$ cat src/rtl/rst_req_ctrl.sv
// Soft-reset request controller: register-driven or watchdog-driven reset requests with delay, hold and cool-down.
// Optional macro RST_REQ_KEY_EN requires key 16'h5A5A in req_wdata[31:16] for CTRL requests.
module rst_req_ctrl #(
    parameter int unsigned DELAY_CYCLES = 8,
    parameter int unsigned HOLD_CYCLES  = 4
) (
    input  logic        sys_clk,
    input  logic        sys_resetn,
    input  logic        req_valid,
    input  logic        req_write,
    input  logic [1:0]  req_addr,
    input  logic [31:0] req_wdata,
    output logic [31:0] rsp_rdata,
    input  logic        wdt_expire,
    output logic [1:0]  cpu_pad_soft_rst,
    output logic        rst_busy
);

    localparam logic [1:0] S_IDLE   = 2'd0;
    localparam logic [1:0] S_DELAY  = 2'd1;
    localparam logic [1:0] S_ASSERT = 2'd2;
    localparam logic [1:0] S_COOL   = 2'd3;

    localparam logic [7:0] DELAY_LOAD = 8'(DELAY_CYCLES - 1);
    localparam logic [7:0] HOLD_LOAD  = 8'(HOLD_CYCLES - 1);
    localparam logic [7:0] COOL_LOAD  = 8'd1;

    localparam logic [1:0] A_CTRL   = 2'd0;
    localparam logic [1:0] A_STATUS = 2'd1;
    localparam logic [1:0] A_CAUSE  = 2'd2;

    logic [1:0]  state_q, state_d;
    logic [7:0]  cnt_q, cnt_d;
    logic        sys_q, sys_d;
    logic        err_q, err_d;
    logic [2:0]  cause_q, cause_d;
    logic [31:0] rdata_q, rdata_d;

    logic        wr, rd, ctrl_wr, ctrl_req, key_ok;
    logic [2:0]  cause_set, cause_clr;
    logic        busy;
    logic        unused_wdata;

`ifdef RST_REQ_KEY_EN
    assign key_ok = (req_wdata[31:16] == 16'h5A5A);
`else
    assign key_ok = 1'b1;
`endif

    assign unused_wdata = ^req_wdata[31:3];

    assign wr       = req_valid & req_write;
    assign rd       = req_valid & ~req_write;
    assign ctrl_wr  = wr & (req_addr == A_CTRL);
    assign ctrl_req = ctrl_wr & (req_wdata[1:0] != 2'b00);
    assign busy     = (state_q != S_IDLE);

    always_comb begin
        state_d   = state_q;
        cnt_d     = cnt_q;
        sys_d     = sys_q;
        cause_set = '0;
        // Watchdog in IDLE/DELAY outranks any software request in the same cycle.
        case (state_q)
            S_IDLE: begin
                if (wdt_expire) begin
                    state_d   = S_ASSERT;
                    cnt_d     = HOLD_LOAD;
                    sys_d     = 1'b1;
                    cause_set = 3'b100;
                end else if (ctrl_req && key_ok) begin
                    state_d = S_DELAY;
                    cnt_d   = DELAY_LOAD;
                    sys_d   = req_wdata[1];
                end
            end
            S_DELAY: begin
                if (wdt_expire) begin
                    state_d   = S_ASSERT;
                    cnt_d     = HOLD_LOAD;
                    sys_d     = 1'b1;
                    cause_set = 3'b100;
                end else if (cnt_q == '0) begin
                    state_d   = S_ASSERT;
                    cnt_d     = HOLD_LOAD;
                    cause_set = sys_q ? 3'b010 : 3'b001;
                end else begin
                    cnt_d = cnt_q - 8'd1;
                end
            end
            S_ASSERT: begin
                if (cnt_q == '0) begin
                    state_d = S_COOL;
                    cnt_d   = COOL_LOAD;
                end else begin
                    cnt_d = cnt_q - 8'd1;
                end
            end
            default: begin
                if (cnt_q == '0) begin
                    state_d = S_IDLE;
                end else begin
                    cnt_d = cnt_q - 8'd1;
                end
            end
        endcase
    end

    always_comb begin
        err_d = err_q;
        if (ctrl_req) begin
            if (busy || !key_ok) begin
                err_d = 1'b1;
            end
        end else if (ctrl_wr) begin
            err_d = 1'b0;
        end
    end

    // Set is OR-ed after the clear mask so a same-cycle set survives the clear.
    assign cause_clr = (wr && req_addr == A_CAUSE) ? req_wdata[2:0] : 3'b000;
    assign cause_d   = (cause_q & ~cause_clr) | cause_set;

    always_comb begin
        rdata_d = rdata_q;
        if (rd) begin
            case (req_addr)
                A_STATUS: rdata_d = {27'b0, err_q, state_q, busy};
                A_CAUSE:  rdata_d = {29'b0, cause_q};
                default:  rdata_d = '0;
            endcase
        end
    end

    always_ff @(posedge sys_clk) begin
        if (!sys_resetn) begin
            state_q <= S_IDLE;
            cnt_q   <= '0;
            sys_q   <= 1'b0;
            err_q   <= 1'b0;
            cause_q <= '0;
            rdata_q <= '0;
        end else begin
            state_q <= state_d;
            cnt_q   <= cnt_d;
            sys_q   <= sys_d;
            err_q   <= err_d;
            cause_q <= cause_d;
            rdata_q <= rdata_d;
        end
    end

    assign cpu_pad_soft_rst = (state_q == S_ASSERT) ? (sys_q ? 2'b10 : 2'b01) : 2'b00;
    assign rst_busy         = busy;
    assign rsp_rdata        = rdata_q;

endmodule
$ cat config.mk
export PLATFORM = sky130hd
export DESIGN_NAME = rst_req_ctrl
export DESIGN_NICKNAME = d
export VERILOG_FILES = /design/src/rtl/rst_req_ctrl.sv
export SDC_FILE = /design/constraint.sdc
export NUM_CORES = 1
export LEC_CHECK = 0
export CAP_MARGIN = 15
export CORE_ASPECT_RATIO = 1.2
export CORE_MARGIN = 2
export CORE_UTILIZATION = 44
export DETAILED_ROUTE_END_ITERATION = 12
export PLACE_DENSITY_LB_ADDON = 0.08
export SYNTH_ARGS = -nofsm -noshare
export SYNTH_HDL_FRONTEND = slang
export SYNTH_SLANG_ARGS = --single-unit
$ cat constraint.sdc
create_clock -name sys_clk -period 4.72 [get_ports sys_clk]
set_clock_uncertainty 0.2 [all_clocks]
set_input_delay 0.708 -clock sys_clk [delete_from_list [all_inputs] [get_ports sys_clk]]
set_output_delay 0.708 -clock sys_clk [all_outputs]
set_load 0.005 [all_outputs]
layers.png
Two of the layers only.
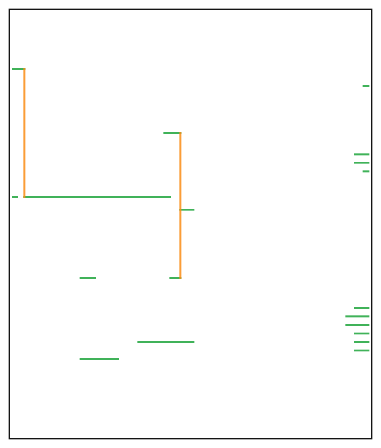
| layer | color | wire length |
|---|---|---|
| M3 | green | 70.5 um |
| M4 | orange | 43.5 um |
Global Route Usage Sum: 17.88%
routed len/inst: 14.46 um
total number of vias: 1,272
Total Routed Length: 3355 um

ff_map.png
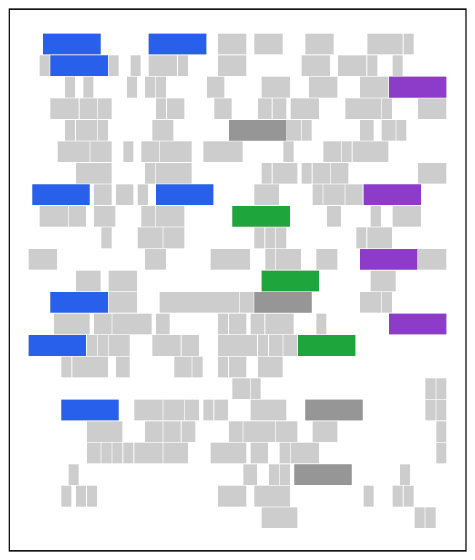
| name in the netlist | color | sequential cells |
|---|---|---|
| cause_q | green | 3 |
| rsp_rdata | purple | 4 |
| cnt_q | blue | 8 |

==> worst max-delay path, delay by kind of cell <==
family	cells	cell delay [ns]
buffers and inverters	2	1.23
and+or+nand+nor	1	0.59
AOI/OAI and AO/OA	1	0.18
==> cells by family after synthesis <==
family	Yosys count	share of synthesized area, %
mux	1	0.6617
other cells	1	0.2479
flops	19	25.14
simple gates	69	25.06
fa+ha+maj	9	7.444
buf+inv	43	18.44
compound gates	40	23.00
==> per-stage QoR <==
stage	instances	total power [mW]	util, %
3_5_place_dp	228	0.6869	47.60
3_3_place_gp	228	0.6764	47.60
4_1_cts	232	0.8069	48.96
5_1_grt	232	0.8689	48.96
6_report	232	0.8037	48.96
2_1_floorplan	209	0.5989	-
==> power groups by stage <==
| stage | clock network, mW | logic, mW | registers [mW] |
|---|---|---|---|
| 2_1_floorplan | 0 | 0.377 | 0.222 |
| 3_3_place_gp | 0 | 0.444 | 0.232 |
| 3_5_place_dp | 0 | 0.452 | 0.234 |
| 4_1_cts | 0.121 | 0.456 | 0.231 |
| 5_1_grt | 0.124 | 0.508 | 0.237 |
| 6_report | 0.118 | 0.455 | 0.230 |
==> sequential cells by signal, indices dropped and copies added (netlist names) <==
name	cells
state_q	2
rsp_rdata	4
cause_q	3
cnt_q	8
sys_q	1
err_q	1
==> area by class of cell <==
type                       count  area share, %
clock buffer                   4          2.780
multi-input combinational    147          58.92
timing repair buffer          16          9.884
sequential                    19          23.47
inverter                       9          2.085
tap                           37          2.857
==> metal layers <==
layer,vias to the layer above,track usage [%]
met1,623,19.63
met2,21,33.52
met4,0,8.721
li1,623,-
met5,-,0
met3,5,2.457
==> results.ini <==
[status]
status = completed

[sta]
fin_tns_setup_ns = 0
holdWs_ns = 0.2583
rsz0062_at_grt = no
hold_violations = 0
fin_crit_ns = 2.737

[final_layout]
lay_top_count = conb_1
fin_area_um2 = 1620
final_cell_mix = 28 x conb_1, 19 x dfxtp_1, 16 x clkdlybuf4s50_1, 14 x nand2_1, 14 x nor2_1
logic_area_um2 = 954.7

[power]
p_clk_share_pct = 14.7
p_int_mw = 0.4566
peakVddDrop_uv = 341.2

[floorplanning]
rows = 23
dieArea_um2 = 3925

[drt]
met2_length_um = 1875
dr.pass1.iters = 4

[synthesis]
top_area_share_pct = 25.14
ys.flops = 19
syn-cell-area_um2 = 1513
postSynthAreaPerCell_um2 = 8.312
synthTopCellsByCount = 29 x buf_4, 19 x dfxtp_1, 14 x nand2_1, 14 x nor2_1
edf_count = 0
ys_seq_share_pct = 25.14
most_common_cell = buf_4

[clock_tree]
clock_sinks = 19
post_cts_buffers = 0
cts_buffer_depth = 2
htree_levels = 1
numCtsBuffers = 3

[critical_path]
worst_path_max_delay_cell = clkdlybuf4s50_1
r2r-start = state_q[1]
worstPathMaxFanout = 15
ff2ff_setup_slack_ns = 2.44
slowest_delay_ns = 0.83
rr_endpoint = cnt_q[1]

[run]
warnings = 61

[place]
gp_congestion = 0.8023

[global_route]
grt_pass1_wl_um = 5451

[worst_hold_path]
min_to = rsp_rdata[3]
holdCritStartpoint = rsp_rdata[3]

Power is estimated from default activity; no workload was simulated.
